### Register map, names as in the netlist, run 1

Scale bar: 20 um. Other sequential cells in the stronger gray, the rest of the logic in the fainter gray.
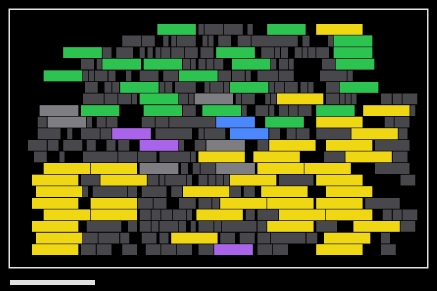
### Routed metal per tile, run 1

Scale bar: 20 um. 20 x 12 tiles, from dark blue (low) to red (high), scaled to the fullest tile. Values are wire area over tile area, all layers added.
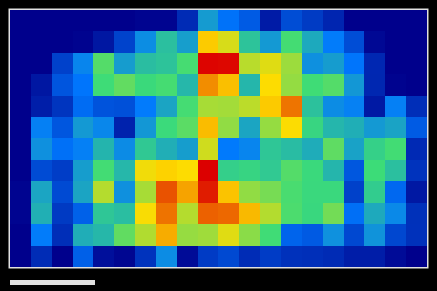
### Ports around the boundary, run 1

Scale bar: 20 um. Pins as bars across the die edge, other pins in gray.
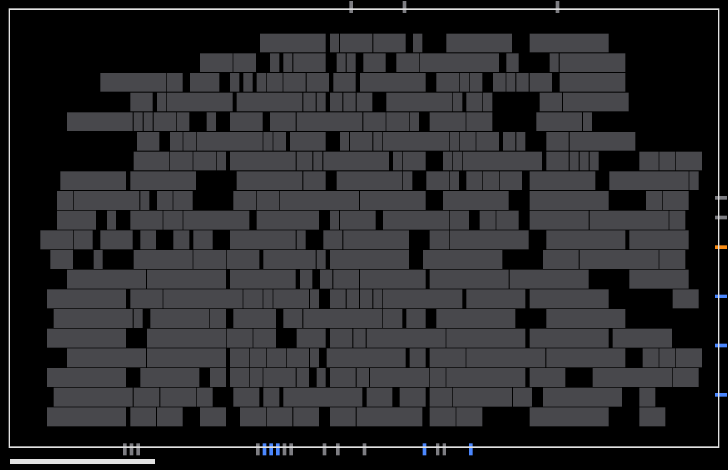
### M1 wires, run 1

Scale bar: 20 um.
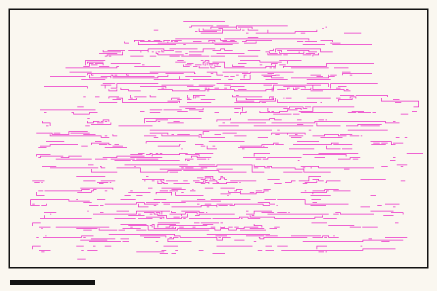
`config.mk`:
```
export PLATFORM = sky130hd
export DESIGN_NAME = ps2_scancode_decoder
export DESIGN_NICKNAME = d
export VERILOG_FILES = /design/src/rtl/ps2_scancode_decoder.sv
export SDC_FILE = /design/constraint.sdc
export NUM_CORES = 1
export LEC_CHECK = 0
export CAP_MARGIN = 30
export CORE_ASPECT_RATIO = 0.6
export CORE_MARGIN = 2
export CORE_UTILIZATION = 62
export DETAILED_ROUTE_END_ITERATION = 8
export PLACE_DENSITY = 0.95
export SYNTH_ARGS = -nofsm -noshare
export SYNTH_HDL_FRONTEND = slang
export SYNTH_SLANG_ARGS = --single-unit
```
`constraint.sdc`:
```
create_clock -name clk -period 3.2 [get_ports clk]
set_input_delay 0.64 -clock clk [delete_from_list [all_inputs] [get_ports clk]]
set_output_delay 0.64 -clock clk [all_outputs]
set_load 0.03 [all_outputs]
```
`src/rtl/ps2_scancode_decoder.sv`:
```
// PS/2 set-2 scan code decoder.
// Folds E0 (extended) and F0 (break) prefixes into single key events,
// discards keyboard control/response bytes, and queues the resulting
// events in a small first-word-fall-through FIFO for the consumer.
// A pending prefix that is never completed is abandoned after a
// configurable idle period, signalled by a one-cycle timeout pulse.
//
// Event handshake: evt_valid is high whenever the FIFO head holds an
// event, and evt_code/evt_ext/evt_release are stable and meaningful only
// while evt_valid is high (all zero otherwise). The head is consumed on
// any rising clk edge where evt_valid and evt_ready are both high;
// evt_ready while evt_valid is low has no effect. evt_valid never drops
// without a pop except on reset.
module ps2_scancode_decoder #(
    parameter int FIFO_DEPTH     = 4,
    parameter int TIMEOUT_CYCLES = 2000000
) (
    input  logic       clk,
    input  logic       reset,
    input  logic       rx_done,
    input  logic [7:0] rx_data,
    output logic       evt_valid,
    input  logic       evt_ready,
    output logic [7:0] evt_code,
    output logic       evt_ext,
    output logic       evt_release,
    output logic       overflow,
    output logic       timeout
);

    localparam int PTR_W = (FIFO_DEPTH > 1) ? $clog2(FIFO_DEPTH) : 1;
    localparam int CNT_W = $clog2(FIFO_DEPTH + 1);
    localparam int TO_W  = (TIMEOUT_CYCLES > 1) ? $clog2(TIMEOUT_CYCLES) : 1;

    localparam logic [CNT_W-1:0] FIFO_FULL = CNT_W'(FIFO_DEPTH);
    localparam logic [TO_W-1:0]  TO_LAST   = TO_W'(TIMEOUT_CYCLES - 1);

    // State encoding chosen so bit 0 = extended prefix seen, bit 1 = break seen.
    localparam logic [1:0] S_IDLE    = 2'd0;
    localparam logic [1:0] S_EXT     = 2'd1;
    localparam logic [1:0] S_BRK     = 2'd2;
    localparam logic [1:0] S_EXT_BRK = 2'd3;

    logic [1:0]       state;
    logic [1:0]       next_state;
    logic [TO_W-1:0]  to_cnt;
    logic             to_fire;
    logic             ev_push;
    logic [9:0]       ev_data;

    logic [9:0]       mem [FIFO_DEPTH];
    logic [PTR_W-1:0] wr_ptr;
    logic [PTR_W-1:0] rd_ptr;
    logic [CNT_W-1:0] count;
    logic             fifo_full;
    logic             pop;
    logic             wr_en;

    // Byte decode and prefix-abandon decision for the current cycle.
    always_comb begin
        next_state = state;
        ev_push    = 1'b0;
        to_fire    = 1'b0;
        ev_data    = {rx_data, state[0], state[1]};
        if (rx_done) begin
            case (rx_data)
                8'hE0: next_state = S_EXT;
                8'hF0: next_state = state[0] ? S_EXT_BRK : S_BRK;
                8'h00, 8'hAA, 8'hE1, 8'hEE,
                8'hFA, 8'hFC, 8'hFE, 8'hFF: next_state = S_IDLE;
                default: begin
                    ev_push    = 1'b1;
                    next_state = S_IDLE;
                end
            endcase
        end else if (state != S_IDLE && to_cnt == TO_LAST) begin
            to_fire    = 1'b1;
            next_state = S_IDLE;
        end
    end

    // Prefix FSM, idle counter and timeout pulse register.
    always_ff @(posedge clk or posedge reset) begin
        if (reset) begin
            state   <= S_IDLE;
            to_cnt  <= '0;
            timeout <= 1'b0;
        end else begin
            state   <= next_state;
            timeout <= to_fire;
            if (rx_done || state == S_IDLE || to_fire) begin
                to_cnt <= '0;
            end else begin
                to_cnt <= to_cnt + TO_W'(1);
            end
        end
    end

    assign fifo_full = (count == FIFO_FULL);
    assign evt_valid = (count != '0);
    assign pop       = evt_valid && evt_ready;
    // A full FIFO still takes a new event if the head leaves on the same edge.
    assign wr_en     = ev_push && (!fifo_full || pop);

    // FIFO pointers, occupancy and sticky overflow flag.
    always_ff @(posedge clk or posedge reset) begin
        if (reset) begin
            wr_ptr   <= '0;
            rd_ptr   <= '0;
            count    <= '0;
            overflow <= 1'b0;
        end else begin
            if (wr_en) begin
                wr_ptr <= wr_ptr + PTR_W'(1);
            end
            if (pop) begin
                rd_ptr <= rd_ptr + PTR_W'(1);
            end
            if (wr_en && !pop) begin
                count <= count + CNT_W'(1);
            end else if (pop && !wr_en) begin
                count <= count - CNT_W'(1);
            end
            if (ev_push && !wr_en) begin
                overflow <= 1'b1;
            end
        end
    end

    // FIFO storage; contents are never visible while empty so no reset.
    always_ff @(posedge clk) begin
        if (wr_en) begin
            mem[wr_ptr] <= ev_data;
        end
    end

    assign evt_code    = evt_valid ? mem[rd_ptr][9:2] : 8'h00;
    assign evt_ext     = evt_valid ? mem[rd_ptr][1]   : 1'b0;
    assign evt_release = evt_valid ? mem[rd_ptr][0]   : 1'b0;

endmodule

```
==> impl_metrics.env, run 1 <==
# yosys + openroad results
export IMPL_fillerInstances=281
export IMPL_cpPeakStageDelay_ns=0.59
export IMPL_yosys_area_share_aoi=0.02329
export IMPL_ys_dominant_reg_cell="edfxtp_1"
export IMPL_grt_overflow=0
export IMPL_topCombFamilyByArea="simple AND/OR/NAND/NOR gates"
export IMPL_avgSynthCellArea_um2=13.89
export IMPL_cts_buffers_inserted=9
export IMPL_topCellsByArea="edfxtp_1 37%, dfrtp_1 24%, mux4_2 6.9%, xnor2_1 4.0%, nor2_1 3.3%"
export IMPL_edf_count=40
export IMPL_crit_slowest_cell="clkdlybuf4s50_1"
export IMPL_post_dp_hpwl_um=4588
export IMPL_ios=25
export IMPL_critPathRequiredTime_ns=3.46
export IMPL_final_core_util=0.7603
export IMPL_timing_final_ws_setup_ns=0.1622
export IMPL_grt_pass1_wl_um=10820
export IMPL_rsz0062_at_grt="false"
export IMPL_post_route_min_period_ns=3.038
export IMPL_pwr_density_cell_nw_per_um2=796.5
export IMPL_drive_above_1_share=0.1673
export IMPL_synth_top_cell_area_share=0.3666
export IMPL_clock_skew_ns=0.008984
export IMPL_ys_ff=72
export IMPL_nets=295
export IMPL_areaGrowthSynthToFinish_pct=17.87
export IMPL_ys_area_um2=3277
export IMPL_yosysWarnings=0
export IMPL_top_cells_by_count="40 x edfxtp_1, 32 x dfrtp_1, 29 x nor2_1"
export IMPL_drc=0
export IMPL_maxSlewHeadroom=0.4819
export IMPL_arrival_ns=3.30
export IMPL_drt_first_pass_iters=4
export IMPL_synth_adder_area_share=0.02902
export IMPL_hold_slack_ns=0.4927
export IMPL_mux_share=0.07675
export IMPL_path_buffers=2
export IMPL_crit_chain="clkdlybuf4s50_1, and4_1, o21ai_1, o211ai_2, nor3_4, ha_1, inv_1, fa_1, xor2_1, nor2_1, xor2_1"
export IMPL_grtUsageMet3=0.06667
export IMPL_setup_violations=0
export IMPL_hold_viol_final=0
export IMPL_ys_sh_xor=0.06682
export IMPL_cts_tree="yes"
export IMPL_clk_pin_slew_ns=0.07
export IMPL_critical_path_class="in -> reg"
export IMPL_ys_types=45
export IMPL_cts_buffer_depth=2
export IMPL_grt_pass1_vias=2044
export IMPL_top_cell="edfxtp_1"
export IMPL_grt_use_met2=0.4129
export IMPL_critPathMostFrequentCell="xor2_1"
export IMPL_core_area_um2=5080
export IMPL_cp_top_family="simple AND/OR/NAND/NOR gates"
export IMPL_ys_sh_simple=0.1772
export IMPL_grt_max_degree=33
export IMPL_fp_util=0.6451
export IMPL_status="complete, no violations"
export IMPL_async_flop_share=0.4444
export IMPL_root_buffer="clkbuf_8"
export IMPL_grt_util_met1=0.3365
export IMPL_cts_sinks=72
export IMPL_largest_area_cell="edfxtp_1"
export IMPL_end_kind="flip-flop"
export IMPL_warnings=29
export IMPL_start_kind="input pin"
export IMPL_finalMaxSlewViolations=0
export IMPL_vias_per_cell=6.009
export IMPL_dpl_cell_count=331
export IMPL_syn_inst=236
export IMPL_design_area_um2=3862
export IMPL_yosys_stat_cells=236
export IMPL_grt_busiest_layer="met2"
export IMPL_fmax_mhz=329.2
export IMPL_cts_hold_buf=0
export IMPL_drtAntennaViolNets=0
export IMPL_worst_pin_slew_ns=0.7772
export IMPL_fin_cells=347
export IMPL_path_max_fanout=8
export IMPL_placementRows=20
export IMPL_ys_seq_share=0.6109
export IMPL_drv_cap=0
export IMPL_placed_area_um2=3652
export IMPL_htreeDepth=3
export IMPL_die_area_um2=5902
export IMPL_fin_crit_sh=0.9493
export IMPL_syn_area_um2=3277
export IMPL_cellLeakagePower_nw=1.411
export IMPL_post_cts_resized=0
export IMPL_n_antenna_cell=0
export IMPL_clock_latency_ns=0.35
export IMPL_gp_congestion=0.8222
export IMPL_fp_nets=255
export IMPL_cts_setup_buffers=0
export IMPL_hold_class="reg -> reg"
export IMPL_drtIter0Drc=213
export IMPL_irDropWorstVdd_v=0.0005377
export IMPL_preCtsSetupSlack_ns=-0.005896
export IMPL_antenna_found_initial=0
## Picture notes: 'Register map, names as in the netlist'
- yellow: mem (flops 40)
- purple: count (flops 3)
- blue: rd_ptr (flops 2)
- green: to_cnt (flops 21)
- not colored: 6

## Picture notes: 'Routed metal per tile'
- mean over tiles: 0.19
- nearly empty tiles: 15%
- emptiest ninth of the die: north-west
- tiles over half the peak: 28%
Vias: 2085
total wire length: 6918 um
GR Util All Layers: 0.2527
routed len/inst: 19.94 um

## Picture notes: 'Ports around the boundary'
- orange: evt_ext (pins 1; direction output; edge east)
- blue: evt_code (pins 8; direction output; edge 5 south, 3 east)
input/output buffers: 24
Horiz. Die Dim: 97.86 um
Die H: 60.32 um

## Picture notes: 'M1 wires'
- wire length on this layer: 2810 um
- nets with wire on the layer: 269
- share of all routed wire: 41%
- longest straight run: 28.5 um

## run 1: power by group
group | total, mW | internal, mW | switching [mW]
combinational | 1.07 | 0.508 | 0.561
clock | 0.758 | 0.432 | 0.327
sequential | 1.25 | 1.14 | 0.110
## run 1: per-layer routing
metal,wire (um),up-vias
li1,-,934
met1,2808,1038
met2,3427,95
met3,531,18
met4,150,0
met5,0,-
## run 1: per-stage QoR
stage,power (mW),TNS [ns]
2_1_floorplan,1.917,0
3_3_place_gp,2.268,0
3_5_place_dp,2.331,-0.005896
4_1_cts,3.091,0
5_1_grt,3.207,0
6_report,3.076,0
## run 1: layout by cell type, fill, tap and decap left out, types with 9 or more instances in the layout
cell / Yosys / routed
nand2_1: 10 / 10
mux4_2: 10 / 10
xnor2_1: 15 / 15
edfxtp_1: 40 / 40
clkdlybuf4s50_1: 0 / 24
buf_4: 0 / 10
dfrtp_1: 32 / 32
and2_1: 14 / 14
nor2_1: 29 / 29
xor2_1: 10 / 10
clkbuf_8: 0 / 9
## run 1: cells by family (layout without fill, tap and decap cells)
kind of cell | after synthesis | in the layout
AND/OR/NAND/NOR | 96 | 96
flip-flops | 72 | 72
XOR/XNOR | 25 | 25
buffers and inverters | 13 | 58
multiplexers | 12 | 12
AND-OR/OR-AND | 11 | 11
adder cells (fa/ha/maj) | 7 | 7
## run 1: worst paths after layout
| path | startpoint | end | slack [ns] | cells after the start |
|---|---|---|---|---|
| setup reg to reg | count[0] | count[2] | 0.68 | 8 |
| setup / recovery | rx_data[7] | count[2] | 0.16 | 11 |
| max in group asynchronous | reset | to_cnt[3] | 2.21 | 3 |
| hold / removal | overflow | overflow | 0.49 | 1 |
| hold reg to reg | overflow | overflow | 0.49 | 1 |
| min in group asynchronous | reset | to_cnt[12] | 0.69 | 3 |
## run 1: worst register-to-register path: cells and delay by family (launching register included)
kind                     cells  cell delay, ns
AND/OR/NAND/NOR              3            0.98
buffers and inverters        1            0.06
XOR/XNOR                     2            0.35
adder cells (fa/ha/maj)      2            0.58
flip-flops                   1            0.46
## run 1: layout make-up
type | count | area, um^2 | area share
Clock inverter | 7 | 86.33 | 0.02235
Clock buffer | 9 | 123.9 | 0.03207
Sequential cell | 72 | 2002 | 0.5183
Timing Repair Buffer | 34 | 315.3 | 0.08163
Inverter | 8 | 30.03 | 0.007775
Tap cell | 66 | 82.58 | 0.02138
Multi-Input combinational cell | 151 | 1222 | 0.3165
## run 1: state kept, by name, indices dropped and copies added (netlist names)
| register | flops |
|---|---|
| mem | 40 |
| timeout | 1 |
| overflow | 1 |
| to_cnt | 21 |
| state | 2 |
| rd_ptr | 2 |
| wr_ptr | 2 |
| count | 3 |
==> run 1 -> run 2 <==
- CAP_MARGIN: 30 -> 20
- PLACE_DENSITY: 0.95 -> 0.92
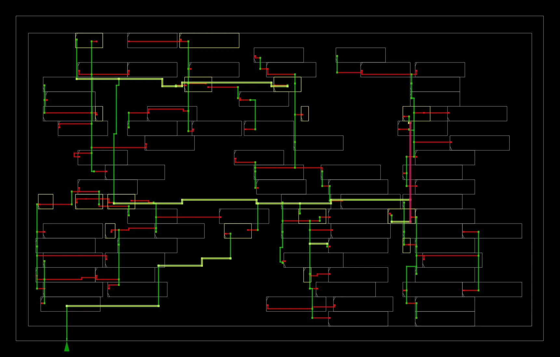
*Clock routing, run 2*
CTS buffer count: 9
Clk. pwr: 0.668 mW

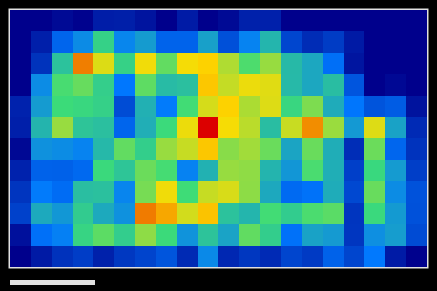
*Routed metal per tile, run 2*
Scale bar: 20 um. 20 x 12 tiles, from dark blue (low) to red (high), scaled to the fullest tile. Values are wire area over tile area, all layers added.
- fullest tile: 0.50
- emptiest ninth of the die: north-east
- tiles over half the peak: 26%
- mean over tiles: 0.17
- nearly empty tiles: 11%
- densest ninth of the die: center
GR Util All Layers: 0.2329
routed len/inst: 17.39 um
total wire length: 6121 um
Vias: 2007

==> run 2 against run 1 <==
  * Setup slack better by 0.0028 ns
  * Critical path depth is 7 lower
  * Count of clock-buffer cells in the layout up 2
  * Clock power is 12% lower
  * Global-route usage shrank 2.0 points
  * Die size stayed put
  * Synthesized area is the same
  * Largest cell class unchanged
  * Largest power group unchanged
==> impl_metrics.env, run 2 <==
# yosys + openroad results
export IMPL_status="complete, no violations"
export IMPL_die_area_um2=5902
export IMPL_drtIter0Drc=190
export IMPL_drt_first_pass_iters=4
export IMPL_yosys_stat_cells=236
export IMPL_critical_path_class="reg -> out"
export IMPL_areaGrowthSynthToFinish_pct=19.66
export IMPL_antenna_found_initial=0
export IMPL_drive_above_1_share=0.1748
export IMPL_clk_pin_slew_ns=0.07
export IMPL_dpl_cell_count=336
export IMPL_htreeDepth=3
export IMPL_path_max_fanout=7
export IMPL_cts_buffer_depth=2
export IMPL_drc=0
export IMPL_top_cells_by_count="40 x edfxtp_1, 32 x dfrtp_1, 29 x nor2_1"
export IMPL_chipHeight_um=60.32
export IMPL_finalMaxSlewViolations=0
export IMPL_setup_violations=0
export IMPL_largest_reg_flops=40
export IMPL_cellLeakagePower_nw=1.430
export IMPL_nets=300
export IMPL_hold_slack_ns=0.4810
export IMPL_edf_count=40
export IMPL_rsz0062_at_grt="false"
export IMPL_topCellsByArea="edfxtp_1 37%, dfrtp_1 24%, mux4_2 6.9%, xnor2_1 4.0%, nor2_1 3.3%"
export IMPL_syn_area_um2=3277
export IMPL_n_antenna_cell=0
export IMPL_largestRegisters="mem x40, to_cnt x21, count x3"
export IMPL_clock_latency_ns=0.34
export IMPL_crit_chain="buf_12, mux4_2, and2_1, clkdlybuf4s50_1"
export IMPL_fmax_mhz=329.5
export IMPL_vias_per_cell=5.702
export IMPL_fp_util=0.6451
export IMPL_post_cts_resized=0
export IMPL_irDropWorstVdd_v=0.0005371
export IMPL_setup_tns_ns=0
export IMPL_final_common_cell="edfxtp_1"
export IMPL_fin_cells=352
export IMPL_cts_tree="yes"
export IMPL_drtAntennaViolNets=0
export IMPL_ios=25
export IMPL_core_area_um2=5080
export IMPL_ys_area_um2=3277
export IMPL_avgSynthCellArea_um2=13.89
export IMPL_worst_pin_slew_ns=0.7866
export IMPL_grt_pass1_wl_um=10060
export IMPL_maxSlewHeadroom=0.4756
export IMPL_cts_setup_buffers=0
export IMPL_grt_pass1_vias=2009
export IMPL_async_flop_share=0.4444
export IMPL_fin_crit_sh=0.9485
export IMPL_fp_nets=255
export IMPL_cp_top_family="buffers and inverters"
export IMPL_largest_area_cell="edfxtp_1"
export IMPL_cts_hold_buf=0
export IMPL_path_buffers=2
export IMPL_post_dp_hpwl_um=4443
export IMPL_warnings=29
export IMPL_hold_class="reg -> reg"
export IMPL_gp_congestion=0.8338
export IMPL_crit_slowest_cell="clkdlybuf4s50_1"
export IMPL_post_route_min_period_ns=3.035
export IMPL_ys_types=45
export IMPL_grt_overflow=0
export IMPL_cpPeakStageDelay_ns=0.63
export IMPL_drv_cap=0
export IMPL_root_buffer="clkbuf_8"
export IMPL_layout_top_cells="40 x edfxtp_1, 32 x dfrtp_1, 29 x nor2_1"
export IMPL_ys_ff=72
export IMPL_ys_seq_share=0.6109
export IMPL_hold_viol_final=0
export IMPL_placementRows=20
export IMPL_top_cell="edfxtp_1"
export IMPL_syn_inst=236
export IMPL_synth_top_cell_area_share=0.3666
export IMPL_grt_max_degree=33
export IMPL_clock_skew_ns=0.005444
export IMPL_r2r_slack_ns=0.84
export IMPL_cts_sinks=72
export IMPL_yosysWarnings=0
export IMPL_port_buffers=24
export IMPL_ys_dominant_reg_cell="edfxtp_1"
export IMPL_critPathRequiredTime_ns=2.56
export IMPL_arrival_ns=2.40
export IMPL_end_kind="output port"
export IMPL_pwr_density_cell_nw_per_um2=766.1
export IMPL_top_register="mem"
export IMPL_start_kind="flip-flop"
export IMPL_die_w_um=97.86
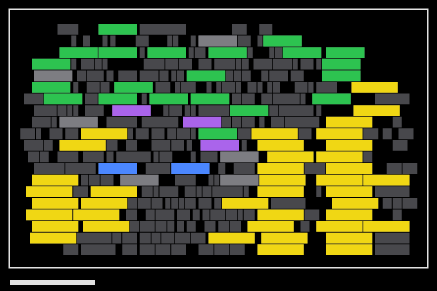
*Register map, names as in the netlist, run 2*
Scale bar: 20 um. Other sequential cells in the stronger gray, the rest of the logic in the fainter gray.
- purple: count (flops 3)
- blue: rd_ptr (flops 2)
- green: to_cnt (flops 21)
- yellow: mem (flops 40)
- not colored: 6
seq pwr: 1.26 mW
Register Area: 2002 um^2
final core occ: 0.7719

run 2: logic make-up after synthesis:
logic type      after synthesis  share of synthesized area
fa+ha+maj                     7                    0.02902
buf+inv                      13                    0.01604
simple gates                 96                     0.1772
compound gates               11                    0.02329
xor+xnor                     25                    0.06682
mux                          12                    0.07675
flops                        72                     0.6109
run 2: where the power goes:
group	switching (mW)	total, mW	internal [mW]	leakage, nW
Combinational	0.524	1.08	0.551	0.545
Sequential	0.121	1.26	1.14	0.796
Clock	0.315	0.668	0.354	0.0884
run 2: area by class of cell:
type,count,area [um^2]
well taps,66,82.58
flip-flops and latches,72,2002
repair buffers,39,402.9
multi-input cells,151,1222
fillers,293,1159
clock inverters,5,50.05
inverters,8,30.03
clock buffers,11,131.4
run 2: final timing paths:
kind / endpoint / cells after the start / startpoint
setup reg to reg: count[2] / 8 / count[0]
hold reg to reg: overflow / 1 / overflow
min in group asynchronous: state[1] / 3 / reset
setup / recovery: evt_code[6] / 4 / rd_ptr[0]
hold / removal: overflow / 1 / overflow
max in group asynchronous: rd_ptr[1] / 3 / reset
run 2: routing by layer:
metal	global-route usage	vias up	wire, um
met4	0.07540	0	64
met3	0.06784	7	468
met2	0.3640	59	2873
met5	0	-	0
li1	-	948	-
met1	0.3264	993	2714
run 2: through the flow:
stage	total power, mW	setup WS (ns)	instance area [um^2]	util
2_1_floorplan	1.917	0.6859	3277	-
3_3_place_gp	2.323	0.1720	3740	0.7362
3_5_place_dp	2.373	0.06409	3740	0.7362
4_1_cts	3.026	0.1202	3921	0.7719
5_1_grt	3.146	0.06439	3921	0.7719
6_report	3.004	0.1649	3921	0.7719
### Ports around the boundary, run 2

Scale bar: 20 um. Pins as bars across the die edge, other pins in gray.
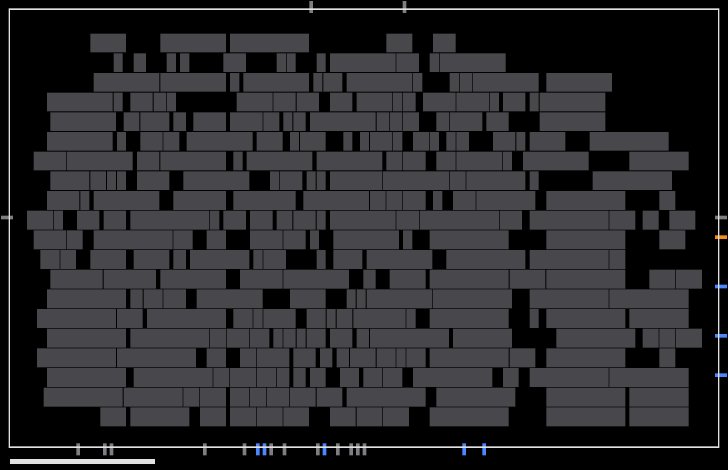

==> run 2 -> run 3 <==
- CORE_UTILIZATION: 62 -> 58
- PLACE_DENSITY: 0.92 -> 0.87
- clock period: 3.2 -> 3 ns (I/O delays scaled with it)
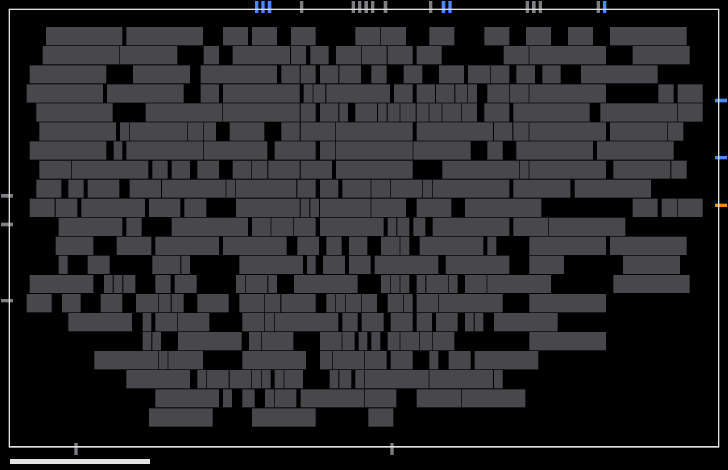
*Ports around the boundary, run 3*
Scale bar: 20 um. Pins as bars across the die edge, other pins in gray.
Horiz. Die Dim: 101.0 um
Die H: 62.22 um

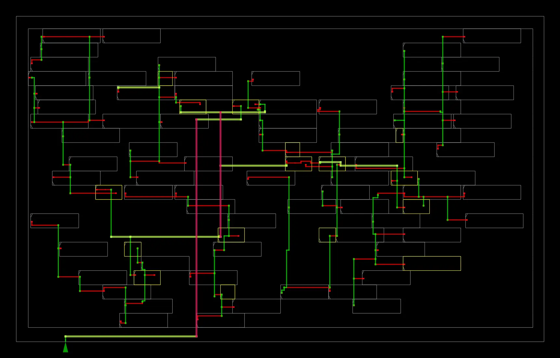
*Clock routing, run 3*
Clk. pwr: 0.740 mW
# clock sinks: 72
Flops: 72

==> run 3 against run 2 <==
  * Via count grew 4.3%
  * Worst hold slack gained 0.035 ns
  * Final cell count grew 1.7%
  * Sequential share of layout area grew 0.098 points
  * Die size grew 6.5%
  * Synthesized area is the same
  * Sequential power grew 6%
  * Critical path type unchanged
==> impl_metrics.env, run 3 <==
# yosys + openroad results
export IMPL_clock_skew_ns=0.005074
export IMPL_hold_viol_final=0
export IMPL_setup_violations=0
export IMPL_syn_inst=236
export IMPL_edf_count=40
export IMPL_comb_power_share=0.350
export IMPL_synth_top_cell_area_share=0.3666
export IMPL_swShare=0.3286
export IMPL_cts_buffers_inserted=9
export IMPL_antenna_found_initial=0
export IMPL_port_buffers=24
export IMPL_top_cell="edfxtp_1"
export IMPL_avgSynthCellArea_um2=13.89
export IMPL_drv_cap=0
export IMPL_fin_crit_sh=0.9460
export IMPL_post_dp_hpwl_um=4325
export IMPL_die_area_um2=6286
export IMPL_placed_area_um2=3716
export IMPL_hold_class="reg -> reg"
export IMPL_drtAntennaViolNets=0
export IMPL_largest_area_cell="edfxtp_1"
export IMPL_min_from="count[2]"
export IMPL_path_buffers=1
export IMPL_yosys_stat_cells=236
export IMPL_ys_ff=72
export IMPL_top_cells_by_count="40 x edfxtp_1, 32 x dfrtp_1, 29 x nor2_1"
export IMPL_pwr_density_cell_nw_per_um2=815.4
export IMPL_top_register="mem"
export IMPL_regArea_um2=2002
export IMPL_ys_types=45
export IMPL_ios=25
export IMPL_post_cts_resized=0
export IMPL_yosysWarnings=0
export IMPL_n_antenna_cell=0
export IMPL_fp_util=0.5939
export IMPL_cts_setup_buffers=0
export IMPL_cts_hold_buf=0
export IMPL_nets=303
export IMPL_pwr_share_clk=0.232
export IMPL_hold_path_depth=1
export IMPL_layout_top_cells="40 x edfxtp_1, 32 x dfrtp_1, 29 x nor2_1"
export IMPL_critical_path_class="reg -> out"
export IMPL_drc=0
export IMPL_drt_first_pass_iters=5
export IMPL_report_power_total_mw=3.191
export IMPL_routed_wl_um=6062
export IMPL_grt_max_degree=33
export IMPL_cp_top_family="flip-flops"
export IMPL_r2r_end="count[2]"
export IMPL_clk_pin_slew_ns=0.07
export IMPL_track_usage=0.2181
export IMPL_syn_area_um2=3277
export IMPL_ys_dominant_reg_cell="edfxtp_1"
export IMPL_maxSlewHeadroom=0.6126
export IMPL_design_area_um2=3914
export IMPL_start_kind="flip-flop"
export IMPL_final_core_util=0.7093
export IMPL_cpPeakStageDelay_ns=0.72
export IMPL_clock_latency_ns=0.33
export IMPL_root_buffer="clkbuf_8"
export IMPL_ff2ff_path_depth=8
export IMPL_finalMaxSlewViolations=0
export IMPL_status="complete, no violations"
export IMPL_cts_buffer_depth=2
export IMPL_htreeDepth=3
export IMPL_drive_above_1_share=0.1938
export IMPL_vias_per_cell=5.846
export IMPL_post_route_min_period_ns=2.838
export IMPL_rsz0062_at_grt="false"
export IMPL_ys_area_um2=3277
export IMPL_r2r_slack_ns=0.66
export IMPL_final_common_cell="edfxtp_1"
export IMPL_areaGrowthSynthToFinish_pct=19.43
export IMPL_irDropWorstVdd_v=0.0004830
export IMPL_worst_pin_slew_ns=0.5811
export IMPL_grt_pass1_wl_um=10250
export IMPL_gp_congestion=0.8447
export IMPL_async_flop_share=0.4444
export IMPL_grt_overflow=0
export IMPL_placementRows=21
export IMPL_seq_power_share=0.418
export IMPL_hold_end="count[2]"
export IMPL_p_switching_mw=1.049
export IMPL_topCellsByArea="edfxtp_1 37%, dfrtp_1 24%, mux4_2 6.9%, xnor2_1 4.0%, nor2_1 3.3%"
export IMPL_fillerInstances=375
export IMPL_grt_pass1_vias=2013
export IMPL_timing_final_ws_setup_ns=0.1620
export IMPL_fp_nets=255
export IMPL_p_int_mw=2.142
export IMPL_path_max_fanout=11
export IMPL_cellLeakagePower_nw=1.428
export IMPL_arrival_ns=2.24
export IMPL_largest_reg_flops=40
export IMPL_largestRegisters="mem x40, to_cnt x21, count x3"
export IMPL_cts_tree="yes"
export IMPL_logic_area_um2=1222
export IMPL_critPathRequiredTime_ns=2.40
export IMPL_crit_slowest_cell="dfrtp_1"
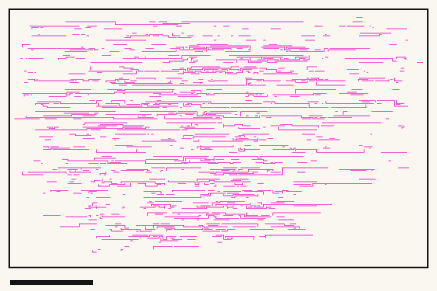
*M1 wires, run 3*
Scale bar: 20 um.
- longest straight run: 29.4 um
- main direction: horizontal

run 3: cell count changes in the layout (fill, tap and decap cells not counted):
cell | previous run | this run
clkinv_4 | 0 | 2
buf_4 | 11 | 18
clkbuf_1 | 2 | 1
buf_12 | 4 | 0
clkinv_2 | 1 | 0
clkinv_1 | 2 | 0
clkinvlp_4 | 1 | 3
run 3: worst register-to-register path, stage by stage (launching register included):
cell	delay, ns
dfrtp_1	0.46
or3_1	0.59
nand2_1	0.21
ha_1	0.18
inv_1	0.05
fa_1	0.37
xor2_1	0.15
nor2_1	0.12
xor2_1	0.15
run 3: layer usage:
metal  track usage  part of all wire  wire [um]
met1        0.3362              0.48       2894
met2        0.3025              0.44       2670
met3       0.06532             0.064        386
met4       0.06419             0.018        111
met5             0                 0          0
run 3: worst max path at each step:
| stage | endpoint | start | slack [ns] | cells past startpoint |
|---|---|---|---|---|
| floorplan | count[2] | rx_data[6] | 0.53 | 10 |
| global placement | count[1] | rx_data[7] | 0.04 | 9 |
| detailed placement | count[1] | rx_data[0] | -0.06 | 8 |
| CTS | evt_release | count[0] | 0.15 | 3 |
| global route | evt_release | rd_ptr[1] | 0.06 | 3 |
| finish | evt_release | rd_ptr[1] | 0.16 | 3 |
run 3: through the flow:
step | hold slack, ns | TNS, ns | std cells
after global placement | 0.4782 | 0 | 342
after detailed placement | 0.4926 | -0.1053 | 342
after floorplan | 0.4577 | 0 | 236
after CTS | 0.5142 | 0 | 358
final | 0.5164 | 0 | 358
after global routing | 0.5281 | 0 | 358
run 3: final cells by class:
cell class / count / share of cell area
clock buffer: 10 / 0.03261
sequential: 72 / 0.5115
clock inverter: 6 / 0.01790
tap: 69 / 0.02206
multi-input combinational: 151 / 0.3123
timing repair buffer: 42 / 0.09591
inverter: 8 / 0.007673
run 3: kinds of logic (layout without fill, tap and decap cells):
kind of cell    after synthesis  in the layout  synth area share
buf+inv                      13             66           0.01604
xor+xnor                     25             25           0.06682
mux                          12             12           0.07675
fa+ha+maj                     7              7           0.02902
simple gates                 96             96            0.1772
flops                        72             72            0.6109
compound gates               11             11           0.02329
run 3: power by group through the flow:
stage | clock (mW) | combinational [mW] | sequential, mW
after floorplan | 0 | 0.737 | 1.31
after global placement | 0 | 1.09 | 1.34
after detailed placement | 0 | 1.12 | 1.35
after CTS | 0.757 | 1.13 | 1.33
after global routing | 0.795 | 1.20 | 1.35
final | 0.740 | 1.12 | 1.33
No activity file was given, so power comes from the tool's default toggle rates.
